layer_met1.png
The bar under the picture is 20 um long. Supply wires on this layer in grey.
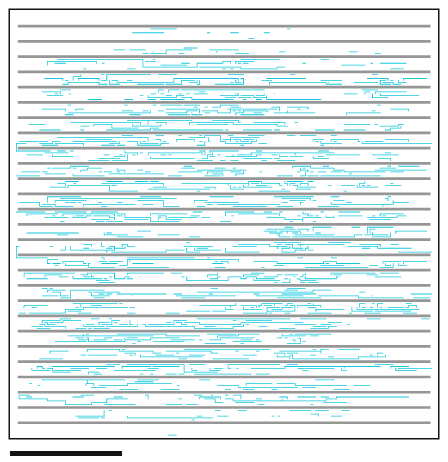
layer_met2.png
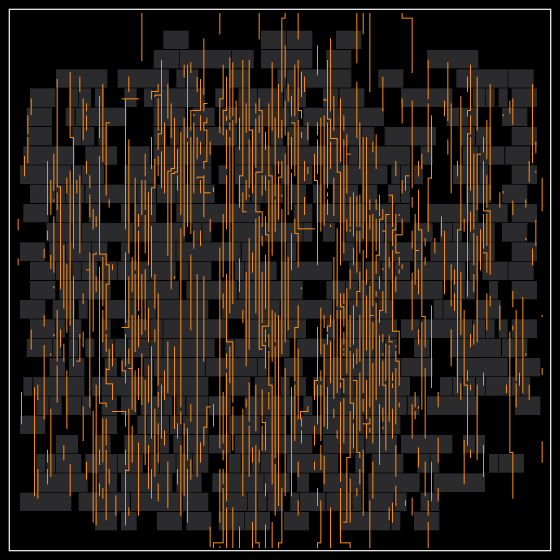
===== src/rtl/sprite_blitter.sv =====
// Sprite blitter: walks a SPRITE_W x SPRITE_H ROM and emits one clipped, keyed pixel write per clock.
// Latency: first write two cycles after start is accepted; done pulses N+2 cycles after accept.
module sprite_blitter #(
    parameter int SPRITE_W           = 32,
    parameter int SPRITE_H           = 64,
    parameter int X_W                = 9,
    parameter int Y_W                = 8,
    parameter int COLOUR_W           = 3,
    parameter int SCREEN_W           = 320,
    parameter int SCREEN_H           = 240,
    parameter int TRANSPARENT_EN     = 1,
    parameter int TRANSPARENT_COLOUR = 0,
    localparam int CW                = $clog2(SPRITE_W),
    localparam int RW                = $clog2(SPRITE_H),
    localparam int ADDR_W            = CW + RW
) (
    input  logic                clk,
    input  logic                reset,
    input  logic                start,
    input  logic [X_W-1:0]      x_in,
    input  logic [Y_W-1:0]      y_in,
    input  logic                flip_h,
    input  logic                erase,
    input  logic [COLOUR_W-1:0] bg_colour,
    output logic [ADDR_W-1:0]   rom_addr,
    input  logic [COLOUR_W-1:0] rom_data,
    output logic [X_W-1:0]      x_out,
    output logic [Y_W-1:0]      y_out,
    output logic [COLOUR_W-1:0] colour_out,
    output logic                writeEn,
    output logic                busy,
    output logic                done
);

    typedef enum logic [1:0] {S_IDLE, S_RUN, S_DRAIN, S_DONE} state_t;

    state_t              r_state;
    state_t              w_next;
    logic [CW-1:0]       r_col;
    logic [RW-1:0]       r_row;
    logic [X_W-1:0]      r_x0;
    logic [Y_W-1:0]      r_y0;
    logic                r_flip;
    logic                r_erase;
    logic [COLOUR_W-1:0] r_bg;
    logic                r_vld;
    logic [X_W:0]        r_sx;
    logic [Y_W:0]        r_sy;

    logic                w_accept;
    logic                w_last;
    logic [CW-1:0]       w_col_off;
    logic [X_W:0]        w_sx;
    logic [Y_W:0]        w_sy;
    logic                w_keyed;
    logic                w_on_screen;

    assign w_accept  = (r_state == S_IDLE) && start;
    assign w_last    = (&r_col) && (&r_row);
    // Mirroring a power-of-two column index is just its bitwise complement.
    assign w_col_off = r_flip ? ~r_col : r_col;
    assign w_sx      = {1'b0, r_x0} + (X_W+1)'(w_col_off);
    assign w_sy      = {1'b0, r_y0} + (Y_W+1)'(r_row);

    always_comb begin
        w_next   = r_state;
        busy     = 1'b1;
        done     = 1'b0;
        rom_addr = '0;
        case (r_state)
            S_IDLE: begin
                busy = 1'b0;
                if (start) w_next = S_RUN;
            end
            S_RUN: begin
                rom_addr = {r_row, r_col};
                if (w_last) w_next = S_DRAIN;
            end
            S_DRAIN: w_next = S_DONE;
            S_DONE: begin
                done   = 1'b1;
                w_next = S_IDLE;
            end
            default: w_next = S_IDLE;
        endcase
    end

    always_ff @(posedge clk) begin
        if (reset) begin
            r_state <= S_IDLE;
            r_col   <= '0;
            r_row   <= '0;
            r_x0    <= '0;
            r_y0    <= '0;
            r_flip  <= 1'b0;
            r_erase <= 1'b0;
            r_bg    <= '0;
            r_vld   <= 1'b0;
            r_sx    <= '0;
            r_sy    <= '0;
        end else begin
            r_state <= w_next;
            r_vld   <= (r_state == S_RUN);
            if (w_accept) begin
                r_x0    <= x_in;
                r_y0    <= y_in;
                r_flip  <= flip_h;
                r_erase <= erase;
                r_bg    <= bg_colour;
                r_col   <= '0;
                r_row   <= '0;
            end else if (r_state == S_RUN) begin
                {r_row, r_col} <= {r_row, r_col} + ADDR_W'(1);
            end
            if (r_state == S_RUN) begin
                r_sx <= w_sx;
                r_sy <= w_sy;
            end
        end
    end

    // The pixel stage lines up with rom_data, so keying and colour select are combinational here.
    assign w_keyed     = (TRANSPARENT_EN != 0) && !r_erase &&
                         (rom_data == COLOUR_W'(TRANSPARENT_COLOUR));
    assign w_on_screen = (r_sx < (X_W+1)'(SCREEN_W)) && (r_sy < (Y_W+1)'(SCREEN_H));
    assign writeEn     = r_vld && w_on_screen && !w_keyed;
    assign colour_out  = r_vld ? (r_erase ? r_bg : rom_data) : '0;
    assign x_out       = r_sx[X_W-1:0];
    assign y_out       = r_sy[Y_W-1:0];

endmodule


===== config.mk =====
export PLATFORM = sky130hd
export DESIGN_NAME = sprite_blitter
export DESIGN_NICKNAME = d
export VERILOG_FILES = /design/src/rtl/sprite_blitter.sv
export SDC_FILE = /design/constraint.sdc
export NUM_CORES = 1
export LEC_CHECK = 0
export CORE_UTILIZATION = 55
export CTS_BUF_LIST = sky130_fd_sc_hd__clkbuf_16
export DETAILED_ROUTE_END_ITERATION = 8
export HOLD_SLACK_MARGIN = 0.15
export PLACE_DENSITY = 0.85
export SETUP_SLACK_MARGIN = 0.2
export SKIP_CTS_REPAIR_TIMING = 1
export SLEW_MARGIN = 20
export SYNTH_ARGS = -nofsm -noshare
export SYNTH_HDL_FRONTEND = slang
export SYNTH_SLANG_ARGS = --single-unit
export TNS_END_PERCENT = 1

===== constraint.sdc =====
create_clock -name clk -period 4 [get_ports clk]
set_input_delay 0.4 -clock clk [delete_from_list [all_inputs] [get_ports clk]]
set_output_delay 0.4 -clock clk [all_outputs]
set_load 0.02 [all_outputs]

==> CHANGELOG.md <==
## Implementation

* Outcome: finished clean
* Delay of the slowest cell on the worst path at between 600 and 700 ps
* Seq cells at between 50 and 60
* Pin count of the biggest net entering global routing at ~48
* Post-synthesis simple-gate area fraction at 0.214
* Max-cap violations at 0
* Switching part of the total at 0.377
* Post-synthesis mux area share at 0.0297
* Antenna cells at 0
* Number of vias in the routed layout at 2682
* Compound-cell area share of the yosys netlist at 0.174
* RSZ-0062 raised after global routing: false
* Sequential cell area in the final layout at roughly 1100 um2
* Clock tree root driver cell: clkbuf_16
* Number of synthesized register bits at 55
* Max transition margin at 0.460
* Crit path cell chain: inv_1 -> ha_1 -> clkinv_1 -> nor2_1 -> clkdlybuf4s50_1
* Worst path slowest cell: clkdlybuf4s50_1
* Min cycle time layout at roughly 2700 ps
* Area post-placement at 3560 um2
* Number of top-level pins at roughly 62
* Worst-case hold path end point: r_y0[3]$_SDFFE_PP0P_
* Final non-filler cell area at about 3700 um2
* Clock network area share at 0.0441
* Clock buffers at 5
* Number of buffers created by CTS at 5
* Largest driver fanout on the critical path at 17
* Fraction of layout cells with a size suffix above 1 at 0.0423
* Post-synthesis instance area at 3040 um2
* Area occupied by multi-input gates at between 1500 and 2000 um2
* Global router's overall resource usage at 0.253
* Class of the worst hold path: reg2reg
* Most used cells in the layout excluding fill and tap cells: clkdlybuf4s50_1, nand2_1, dfxtp_1
* Largest delay share family, worst path: buffers and inverters
* Fin worst setup slack at around 1300 ps
* Switching component of the power at between 700 and 800 uW
* Via count of the first global-routing pass at roughly 2.6k
* Residual DRC count at 0
* Power density relative to cell area at about 550 nW/um2
* Launching element of the worst setup path: r_state[1]$_SDFFE_PP0P_
* Port bufs at 61
* Initial core utilization at 0.583
* Parity-gate share of the synthesized area counting xor and xnor cells at 0.0461
* Area reported by Yosys stat at 3040 um2
* TritonCTS clock tree: yes
* Seq pwr share at 0.365
* Worst vdd ir at between 0.2 and 0.3 mV
* First-pass GRT wire length at 12000 um
* R2r setup slk at 1680 ps
* Initial detailed-routing violation count at 165
* Kind of end point of the critical path: output pin
* Combinational-cell power consumption at 813 uW
* Required time of the critical path at approximately 3600 ps
* Synthesis-to-finish area growth at 22.5%
* Core outline area at between 5000 and 6000 um2
* Mapped Avg Cell Area at a little over 8 um2
* Number of clock sinks at between 50 and 60
* Final TNS setup at 0 ps
* Total wire length at 7170 um
* Critical path class: reg2out
* Dominant flop cell: dfxtp_1
* Cell internal power dissipation at approximately 1.3 mW
* Routed wl met3 at approximately 370 um
* Overall power after layout at roughly 2.0 mW
* Power Sequential at approximately 750 uW
* Number of nets in the layout at 451
* Number of buffers other than clock buffers in the final layout at 64
* Row count at 26
* F_max at between 300 and 400 MHz
* First-pass iteration count of the detailed router at 4
* Tally of yosys warning messages at 0
* Post-synthesis net count at between 400 and 500
* Clock Latency Late Sink at roughly 290 ps
* Total number of H-tree levels at 2
* Setup crit start kind: flip-flop
* Die X at around 76 um
* Worst flop-to-flop path endpoint: r_sx[6]$_SDFFE_PP0P_
* Placed wire-length estimate at roughly 4800 um
* Worst setup timing slack at the placement stage at between 1500 and 2000 ps
* Clock group power at roughly 500 uW
* Final slew viol count at 0
About layer_met1.png:
longest straight run: 20.7 um
share of all routed wire: 43%
main direction: horizontal
wire length on this layer: 3070 um

About layer_met2.png:
wire length on this layer: 3610 um
longest straight run: 28.6 um

registers in the layout (all words and copies together), names as in the netlist:
register  cells
r_y0          8
r_row         6
r_state       2
r_sx         10
r_vld         1
r_bg          3
r_flip        1
r_col         5
r_x0          9
r_erase       1
r_sy          9
synth_stat cells, types with 9 or more instances:
master / n / area share
ha_1: 20 / 0.082
mux2i_1: 9 / 0.030
o21ai_0: 10 / 0.016
a21oi_1: 33 / 0.054
and2_1: 10 / 0.021
nor2_1: 29 / 0.036
nand3_1: 9 / 0.015
xnor2_1: 9 / 0.026
buf_4: 17 / 0.042
nand2_1: 58 / 0.072
dfxtp_1: 55 / 0.36
worst register-to-register path, stage by stage (launching register included):
cell and delay, ps:
dfxtp_1 500, xor2_1 120, ha_1 220, fa_1 420
nand3_1 170, a21boi_0 180, o2111a_1 260, a2111oi_0 340
Power figures rest on the tool's default switching activity, not on a simulated workload.
